## src/rtl/match_logger.sv

```systemverilog
// match_logger: captures detector windows on rising match into a FWFT FIFO with event count and sticky overflow
module match_logger #(
   parameter int WIDTH = 10,
   parameter int DEPTH = 4,
   parameter int CNT_W = 8
) (
   input  logic                       clk,
   input  logic                       rst,
   input  logic                       match,
   input  logic [WIDTH-1:0]           d,
   input  logic                       clr,
   input  logic                       rd_en,
   output logic [WIDTH-1:0]           rd_data,
   output logic                       rd_valid,
   output logic                       full,
   output logic [$clog2(DEPTH):0]     level,
   output logic                       overflow,
   output logic [CNT_W-1:0]           match_count
);
   localparam int AW = $clog2(DEPTH);
   localparam int LW = AW + 1;
   logic [WIDTH-1:0] r_mem [DEPTH];
   logic             r_match_q;
   logic [AW-1:0]    r_wr_ptr;
   logic [AW-1:0]    r_rd_ptr;
   logic [LW-1:0]    r_level;
   logic             r_overflow;
   logic [CNT_W-1:0] r_count;
   logic             w_cap;
   logic             w_pop;
   logic             w_push;
   assign w_cap       = match & ~r_match_q;
   assign rd_valid    = r_level != '0;
   assign full        = r_level == LW'(DEPTH);
   assign w_pop       = rd_en & rd_valid;
   // a full FIFO still accepts a push when the same edge frees a slot
   assign w_push      = w_cap & (~full | w_pop);
   assign rd_data     = rd_valid ? r_mem[r_rd_ptr] : '0;
   assign level       = r_level;
   assign overflow    = r_overflow;
   assign match_count = r_count;
   // storage write; contents are deliberately left unreset
   always_ff @(posedge clk) begin
      if (w_push & ~clr) r_mem[r_wr_ptr] <= d;
   end
   // edge detector, pointers, occupancy, overflow flag and saturating event counter
   always_ff @(posedge clk or negedge rst) begin
      if (!rst) begin
         r_match_q  <= 1'b0;
         r_wr_ptr   <= '0;
         r_rd_ptr   <= '0;
         r_level    <= '0;
         r_overflow <= 1'b0;
         r_count    <= '0;
      end else begin
         r_match_q <= match;
         if (clr) begin
            r_wr_ptr   <= '0;
            r_rd_ptr   <= '0;
            r_level    <= '0;
            r_overflow <= 1'b0;
            r_count    <= '0;
         end else begin
            if (w_push) r_wr_ptr <= r_wr_ptr + 1'b1;
            if (w_pop) r_rd_ptr <= r_rd_ptr + 1'b1;
            r_level <= r_level + {{AW{1'b0}}, w_push} - {{AW{1'b0}}, w_pop};
            if (w_cap & ~w_push) r_overflow <= 1'b1;
            if (w_cap & (r_count != '1)) r_count <= r_count + 1'b1;
         end
      end
   end
endmodule

```

## config.mk

```make
export PLATFORM = sky130hd
export DESIGN_NAME = match_logger
export DESIGN_NICKNAME = d
export VERILOG_FILES = /design/src/rtl/match_logger.sv
export SDC_FILE = /design/constraint.sdc
export NUM_CORES = 1
export LEC_CHECK = 0
export ABC_AREA = 0
export ABC_CLOCK_PERIOD_IN_PS = 3600
export CAP_MARGIN = 40
export CORE_MARGIN = 8
export CORE_UTILIZATION = 25
export CTS_BUF_LIST = sky130_fd_sc_hd__clkbuf_4 sky130_fd_sc_hd__clkbuf_8 sky130_fd_sc_hd__clkbuf_16
export DETAILED_ROUTE_END_ITERATION = 10
export GPL_TIMING_DRIVEN = 0
export PLACE_DENSITY = 0.51
export SETUP_SLACK_MARGIN = 0.1
export SYNTH_ARGS = -nofsm -noshare
export SYNTH_HDL_FRONTEND = slang
export SYNTH_SLANG_ARGS = --single-unit
```

## constraint.sdc

```tcl
create_clock -name clk -period 3.6 [get_ports clk]
set_input_delay 0.72 -clock clk [delete_from_list [all_inputs] [get_ports clk]]
set_output_delay 0.72 -clock clk [all_outputs]
set_load 0.02 [all_outputs]
```

clocks.png
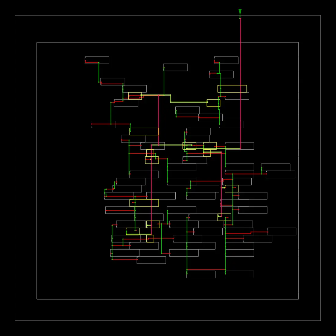
cts bufs inserted: 9
clock tree buffer count of the final layout: 10
Flops: 57
maximum clock skew at final layout: 0.00815 ns

==> flow_metrics.tcl <==
# collected from the flow reports
set metrics [dict create \
    worst_setup_path_start_kind "register" \
    post_route_core_utilization_pct 33.9 \
    hold_viol 0 \
    run_status "completed" \
    die_w_um 116 \
    flop_cell "edfxtp_1" \
    sum_of_net_half_perimeters_after_detailed_placement_um 3690 \
    synth.yosys.warnings 0 \
    layout_top_cell_excl_fill_tap "edfxtp_1" \
    cts_repair_resize_count 0 \
    number_of_nets_in_the_finished_design 233 \
    syn2layout_area_growth_pct 31.5 \
    cp.depth 4 \
    final.hold.worst_slack_ns 0.535 \
    nFillCells 970 \
    layout.cell_area.non_filler_mm2 0.00332 \
    insertion_delay_ns 0.33 \
    worst_setup_hold_path_clk_slew_ns 0.07 \
    xor_share_pct 1.39 \
    register_name_with_the_most_flops "r_mem" \
    yosys.area_share.adder_pct 3.77 \
    detail_route.first_pass.iterations 4 \
    lay_top_cells "edfxtp_1 (40), clkdlybuf4s50_1 (38), dfrtp_1 (17)" \
    ctsHtreeMaxLevel 3 \
    initialDrtViolationCount 50 \
    routed_wire_length_per_instance_um 15.3 \
    yosysCellCount 161 \
    die_h_um 116 \
    synth_top_cell_by_area "edfxtp_1" \
    seq_power_share_pct 36.7 \
    post_drt_via_cell_ratio 4.32 \
    synth-async-reset-ratio_pct 29.8 \
    crit-reg2reg-capture "level[1]$_DFF_PN0_" \
    synth.cellmix.simpleShare_pct 11.4 \
    largest_net_degree_at_the_start_of_global_routing 11 \
    power.combinational.total_w 0.000639 \
    dominant_power_group "registers" \
    p_switching_w 0.000616 \
    grt_setup_unrepaired "no" \
    numPortBuffers 38 \
    crit_family "buffers and inverters" \
    switching_share_pct 28.8 \
]
wires.png
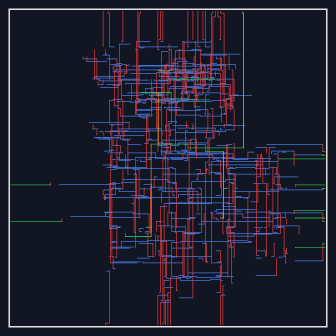
[metal 2] red | wire length: 2600 um
[metal 1] blue | wire length: 2400 um
[metal 4] orange | wire length: 127 um
[metal 3] green | wire length: 202 um

worst min-delay path, stage by stage, from the launching register on:
cell	delay, ns
dfrtp_1	0.36
a31oi_1	0.05
nor2_1	0.09
routing by layer:
layer / routed length, um / GRT usage, %
met1: 2400 / 9.85
met2: 2600 / 13.5
met3: 201 / 2.12
met4: 127 / 4.67
met5: 0 / 0
area by class of cell:
class / count / area, um2 / share of cell area [%]
Tap cell: 133 / 166 / 5.02
Buffer: 5 / 27.5 / 0.830
Clock buffer: 10 / 131 / 3.96
Multi-Input combinational cell: 91 / 837 / 25.2
Timing Repair Buffer: 39 / 392 / 11.8
Inverter: 8 / 30.0 / 0.906
Clock inverter: 5 / 105 / 3.17
Sequential cell: 57 / 1630 / 49.1
